**src/rtl/pe_mac_pipe_pkg.sv**
```systemverilog
// Shared definitions for the systolic MAC processing element and its array controller.
// State encodings are plain constants so legacy controllers can compare against them directly.
package pe_mac_pipe_pkg;

  localparam logic [1:0] PE_IDLE  = 2'd0;
  localparam logic [1:0] PE_ACCUM = 2'd1;
  localparam logic [1:0] PE_DONE  = 2'd2;

  // Width of a counter that walks 0..depth-1; never narrower than one bit.
  function automatic int cnt_width(input int depth);
    return (depth <= 1) ? 1 : $clog2(depth);
  endfunction

endpackage

```
**src/rtl/pe_sat_add.sv**
```systemverilog
// Combinational accumulator adder with signed/unsigned overflow detection
// and optional clamping to the range of the selected mode.
module pe_sat_add #(
  parameter int ACC_WIDTH = 64,
  parameter int SATURATE  = 0
) (
  input  logic [ACC_WIDTH-1:0] a,
  input  logic [ACC_WIDTH-1:0] b,
  input  logic                 signed_mode,
  output logic [ACC_WIDTH-1:0] sum,
  output logic                 overflow
);

  localparam int MSB = ACC_WIDTH - 1;

  logic [ACC_WIDTH:0] raw;

  assign raw = {1'b0, a} + {1'b0, b};

  // Signed overflow: equal-sign addends whose sum changes sign; unsigned: carry out.
  always_comb begin
    overflow = signed_mode ? ((a[MSB] == b[MSB]) && (raw[MSB] != a[MSB]))
                           : raw[ACC_WIDTH];
    sum = raw[ACC_WIDTH-1:0];
    if ((SATURATE != 0) && overflow) begin
      if (!signed_mode) begin
        sum = '1;
      end else if (a[MSB]) begin
        sum = {1'b1, {(ACC_WIDTH-1){1'b0}}};
      end else begin
        sum = {1'b0, {(ACC_WIDTH-1){1'b1}}};
      end
    end
  end

endmodule

```
**src/rtl/pe_mac_pipe.sv**
```systemverilog
// Systolic PE: forwards A/B/valid to neighbours and accumulates a K_DEPTH-term
// dot product through a registered multiply stage with sticky overflow.
module pe_mac_pipe
  import pe_mac_pipe_pkg::*;
#(
  parameter int DATA_WIDTH = 32,
  parameter int ACC_WIDTH  = 64,
  parameter int K_DEPTH    = 4,
  parameter int SATURATE   = 0
) (
  input  logic                  clk_i,
  input  logic                  rst_ni,
  input  logic                  start_i,
  input  logic                  clear_i,
  input  logic                  signed_i,
  input  logic                  valid_i,
  input  logic [DATA_WIDTH-1:0] a_i,
  input  logic [DATA_WIDTH-1:0] b_i,
  output logic [DATA_WIDTH-1:0] a_o,
  output logic [DATA_WIDTH-1:0] b_o,
  output logic                  valid_o,
  output logic [ACC_WIDTH-1:0]  res_o,
  output logic                  overflow_o,
  output logic                  done_o
);

  localparam int PROD_W = 2 * DATA_WIDTH;
  localparam int CNT_W  = cnt_width(K_DEPTH);
  localparam logic [CNT_W-1:0] LAST = CNT_W'(K_DEPTH - 1);

  logic [PROD_W-1:0]    a_x, b_x, prod_d, prod_q;
  logic                 prod_v_q, mode_q;
  logic [ACC_WIDTH-1:0] acc_q, prod_ext, sum;
  logic                 add_ovf;
  logic [1:0]           state_q;
  logic [CNT_W-1:0]     count_q;

  // Extending both operands by mode makes the truncated product correct for either signedness.
  assign a_x    = {{DATA_WIDTH{signed_i & a_i[DATA_WIDTH-1]}}, a_i};
  assign b_x    = {{DATA_WIDTH{signed_i & b_i[DATA_WIDTH-1]}}, b_i};
  assign prod_d = a_x * b_x;

  always_comb begin
    prod_ext = '0;
    prod_ext[PROD_W-1:0] = prod_q;
    for (int i = PROD_W; i < ACC_WIDTH; i++) begin
      prod_ext[i] = mode_q & prod_q[PROD_W-1];
    end
  end

  pe_sat_add #(
    .ACC_WIDTH (ACC_WIDTH),
    .SATURATE  (SATURATE)
  ) u_add (
    .a           (acc_q),
    .b           (prod_ext),
    .signed_mode (mode_q),
    .sum         (sum),
    .overflow    (add_ovf)
  );

  assign res_o = acc_q;

  // start_i low flushes everything; clear_i restarts the dot product, possibly seeding it
  // with the product arriving in the same cycle.
  always_ff @(posedge clk_i or negedge rst_ni) begin
    if (!rst_ni) begin
      a_o        <= '0;
      b_o        <= '0;
      valid_o    <= 1'b0;
      prod_q     <= '0;
      prod_v_q   <= 1'b0;
      mode_q     <= 1'b0;
      acc_q      <= '0;
      overflow_o <= 1'b0;
      done_o     <= 1'b0;
      count_q    <= '0;
      state_q    <= PE_IDLE;
    end else if (!start_i) begin
      a_o        <= '0;
      b_o        <= '0;
      valid_o    <= 1'b0;
      prod_q     <= '0;
      prod_v_q   <= 1'b0;
      acc_q      <= '0;
      overflow_o <= 1'b0;
      done_o     <= 1'b0;
      count_q    <= '0;
      state_q    <= PE_IDLE;
    end else begin
      a_o      <= a_i;
      b_o      <= b_i;
      valid_o  <= valid_i;
      prod_q   <= prod_d;
      prod_v_q <= valid_i;
      mode_q   <= signed_i;
      if (clear_i) begin
        overflow_o <= 1'b0;
        if (prod_v_q) begin
          acc_q <= prod_ext;
          if (K_DEPTH == 1) begin
            count_q <= '0;
            done_o  <= 1'b1;
            state_q <= PE_DONE;
          end else begin
            count_q <= CNT_W'(1);
            done_o  <= 1'b0;
            state_q <= PE_ACCUM;
          end
        end else begin
          acc_q   <= '0;
          count_q <= '0;
          done_o  <= 1'b0;
          state_q <= PE_ACCUM;
        end
      end else begin
        case (state_q)
          PE_IDLE: state_q <= PE_ACCUM;
          PE_ACCUM: begin
            if (prod_v_q) begin
              acc_q      <= sum;
              overflow_o <= overflow_o | add_ovf;
              if (count_q == LAST) begin
                count_q <= '0;
                done_o  <= 1'b1;
                state_q <= PE_DONE;
              end else begin
                count_q <= count_q + CNT_W'(1);
              end
            end
          end
          PE_DONE: state_q <= PE_DONE;
          default: state_q <= PE_IDLE;
        endcase
      end
    end
  end

endmodule

```
**config.mk**
```make
export PLATFORM = sky130hd
export DESIGN_NAME = pe_mac_pipe
export DESIGN_NICKNAME = d
export VERILOG_FILES = /design/src/rtl/pe_mac_pipe_pkg.sv /design/src/rtl/pe_sat_add.sv /design/src/rtl/pe_mac_pipe.sv
export SDC_FILE = /design/constraint.sdc
export NUM_CORES = 2
export LEC_CHECK = 0
export ABC_AREA = 0
export CAP_MARGIN = 20
export CORE_ASPECT_RATIO = 1.1
export CORE_MARGIN = 2
export CORE_UTILIZATION = 40
export DETAILED_ROUTE_END_ITERATION = 7
export SLEW_MARGIN = 20
export SYNTH_ARGS = -nofsm -noshare
export SYNTH_HDL_FRONTEND = slang
export SYNTH_SLANG_ARGS = --single-unit
```
**constraint.sdc**
```tcl
create_clock -name clk_i -period 3.8 [get_ports clk_i]
set_clock_uncertainty 0.2 [all_clocks]
set_input_delay 0.76 -clock clk_i [delete_from_list [all_inputs] [get_ports clk_i]]
set_output_delay 0.76 -clock clk_i [all_outputs]
set_load 0.01 [all_outputs]
```
==> run summary <==
The synthesis and PnR run went through. The run finished, with violations left. The final reports fail on negative setup slack. Number of synthesized flops with an enable pin landed at 0. Cell total in the yosys stat output landed at 5322. During placement, the flow inserted port buffers numbering 200. Pin count of the biggest net entering global routing landed at 78. The tool warning count for the run is 30. Per Yosys stat, the portion of area used by sequential elements is 10.28%. For this run, the detailed router reports a per-instance via density of 5.095. Sorting the Yosys area breakdown by cell type puts at the top fa_1. The tool flagged a number of max-cap violations equal to 0.

Logic area landed at 40800 um^2. The cell area that synthesis handed to floorplanning was 48670 um^2. Of all flip-flops after synthesis, the portion carrying an async set or reset was 100.0%.

After synthesis, the largest family of logic cells by area is adder cells. Across all hold checks on the routed design, the worst slack comes to 7.091 ps. The floorplan report gives the top-level pin count as 201.

Summing all non-filler instances in the final layout gives an area of 62550 um^2. Number of nets still failing antenna checks after routing landed at 0. Tally of unique sky130hd cells used after synthesis landed at 77. Tap insertion was completed with 1632 tapcells. Combined buffer and inverter count along the critical path landed at 11. Clock sink count landed at 200.

Post-route setup TNS landed at -190260 ps. In the global route stage, met2 resource usage came out at 43.71%. The highest clock rate this design can be run at is 0.1302 GHz. The synthesized netlist has a Yosys-reported chip area of 48670 um^2. The fraction of cell area in multi-input combinational cells is reported as 65.23%. Total routing resource utilization after global routing landed at 26.21%. Number of flip-flops and latches in the synthesized netlist landed at 200. In this run the deepest clock path goes through 2 buffers. Number of core rows landed at 134. Minimum setup slack among reg-to-reg paths landed at 190 ps. Signal nets in the final route climb as high as met4. The most used flip-flop cell after synthesis is dfrtp_1. Largest stage delay on the critical path landed at 550 ps. Largest fanout of any net on the critical path landed at 7. Worst-case headroom to the max-slew limit landed at 49.30%.

The STA report counts the stages on the worst setup path as 29. Before placement the cells fill 40.21% of the core. Measured on the final layout, buffering overhead outside the clock network stands at 15.63%. Per STA, the endpoint of the critical path is prod_ext[51].

The worst setup path is of the in2reg kind. The first global-routing pass estimated 247800 um of wire. Fraction of the mapped netlist area in compound gates landed at 7.362%. The slowest stage of the critical path belongs to the cell fa_1. Synthesized area divided by synthesized cell count landed at 9.146 um^2. For this run, the detailed router's first-pass iteration total came to 5. STA classifies the critical path startpoint as an input port.

Count of nets after finishing landed at 7500. Detailed routing placed a total of 11140 um of wire on met3. Fraction of the mapped netlist area in simple logic gates landed at 15.42%. Number of cells traversed by the worst register-to-register path landed at 13.

In the CTS report, the clock slew at the register clock pins of the worst setup and hold paths is listed as 90 ps. The cell family contributing the most delay on the critical path is adder cells.

The final timing report lists a max-slew violation count of 0. The layout summary lists the proportion of cells stronger than drive strength 1 as 23.48%. Per the cell usage report, the commonest logic cell in the layout is inv_1. Violation tally from detailed-route iteration zero landed at 2519. Note that the worst hold path type here is in2async.

Final number of setup-violating endpoints landed at 60. Number of cells in the finished layout apart from fillers landed at 7671. Per the layout report, the design carries 19 clock buffers.

In this run the critical register-to-register path is captured at res_o[60]. The repair_antennas step left the layout with diodes totalling 1.

The flow measured a signed area growth from synthesis to layout of 28.52%. Overall die area landed at 124500 um^2. Timing analysis after detailed placement gives a worst setup slack of -5424 ps. In the global route stage, met1 resource usage came out at 34.74%. Count of synthesis-stage warnings from yosys landed at 0. The post-route report lists met1 wire length as 65210 um. For reference, the critical path is launched at a_i[10]. Met3 routing resource usage after global routing landed at 3.894%. In this run the most used layer during global routing was met2. Instance area after placement landed at 57570 um^2. The layout has 1154 inverters outside the clock class. The main area contributors are fa_1 (46%), dfrtp_1 (10%), inv_1 (8.9%), ha_1 (7.2%), nand2_1 (6.5%). Post-CTS repair ended up resizing 660 cells.

Hold repair after CTS inserted 0 buffers. The largest cell class by area is multi-input combinational cells. Number of hold-slack violations in the final timing report landed at 0. The timing report shows the most common cell along the critical path to be fa_1. The initial antenna violation count was 5.

After synthesis, the most frequently instantiated cells are inv_1 (1152), fa_1 (1126), nand2_1 (844). In this run the critical register-to-register path is launched from prod_ext[0]. Clock buffer count from CTS landed at 17. The placement summary gives the final routability congestion estimate as 0.9567. Number of nets at floorplan landed at 6797. Summed over its instances, the top area cell type makes up 46.31% of the synthesized netlist area. Endpoint required time on the critical path landed at 4000 ps.

Setup repair after global routing could not meet its margin everywhere. The design has 200 sequential cells. After clock tree synthesis, the setup repair step added 149 buffers. Synthesized instance count landed at 5322.

TritonCTS built the clock tree. Final routed wirelength across all metal layers landed at 159300 um. Final critical path time including I/O delays and setup landed at 7683 ps. The wire-length estimate of the detail-placed layout is 125500 um. Data arrives at the worst endpoint at 7880 ps. Per the synthesis report, the adder-cell share of the synthesized area is 53.48%.

Multiplexer share of the synthesized area landed at 0.2699%. Total congestion overflow landed at 0. Detailed-routed wire length on met2 landed at 76550 um. Including well taps, the total number of placed cells is 7449. Clock tree cell share of total cell area landed at 0.9281%. Minimum setup slack in the final design landed at -3883 ps. The number of global-route vias before repair was 42152. The worst setup path is captured at a flip-flop. Via count landed at 39084. Per the layout report, the design carries 10914 filler cells.
==> images/pdn.png <==
Scale bar: 100 um. Pins as bars on the die edge. Tap cells in grey.
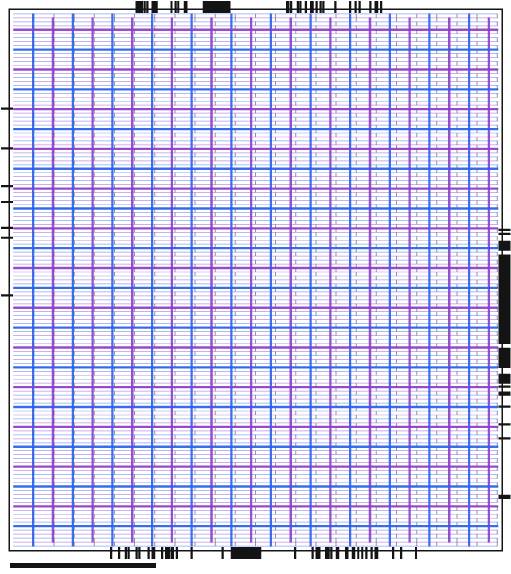
legend:
  purple:
    net: VDD
  blue:
    net: VSS
signal pins: 201
met1 rails: 135
tap cells: 1632
met4 straps: 24
placeable core region: 121100 um^2
width of the die: 336.6 um
Die H: 369.9 um

==> images/cell_classes.png <==
Scale bar: 100 um.
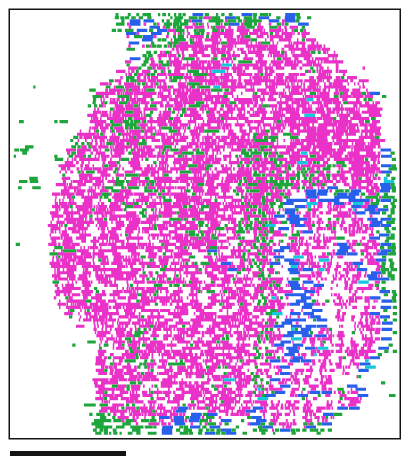
legend:
  green:
    class: other buffers and delay cells
    cells: 965
    share_of_their_area: 16%
  cyan:
    class: clock drivers and dummy loads
    cells: 32
    share_of_their_area: 0.96%
  magenta:
    class: all other logic
    cells: 4841
    share_of_their_area: 75%
  blue:
    class: flip-flops
    cells: 200
    share_of_their_area: 8.3%
Finished Core Util: 51.68%
Seq area share: 8.001%

==> images/clock_map.png <==
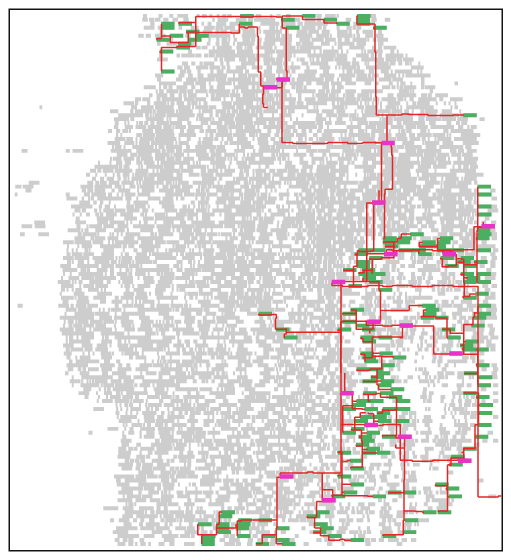
legend:
  green:
    item: flip-flops
    count: 200
  red:
    item: clock wires
    length: 3520 um
  magenta:
    item: cells driving clock nets
    count: 17
routed clock nets: 18
clock network latency to the later pin of the worst-skew pair: 520 ps

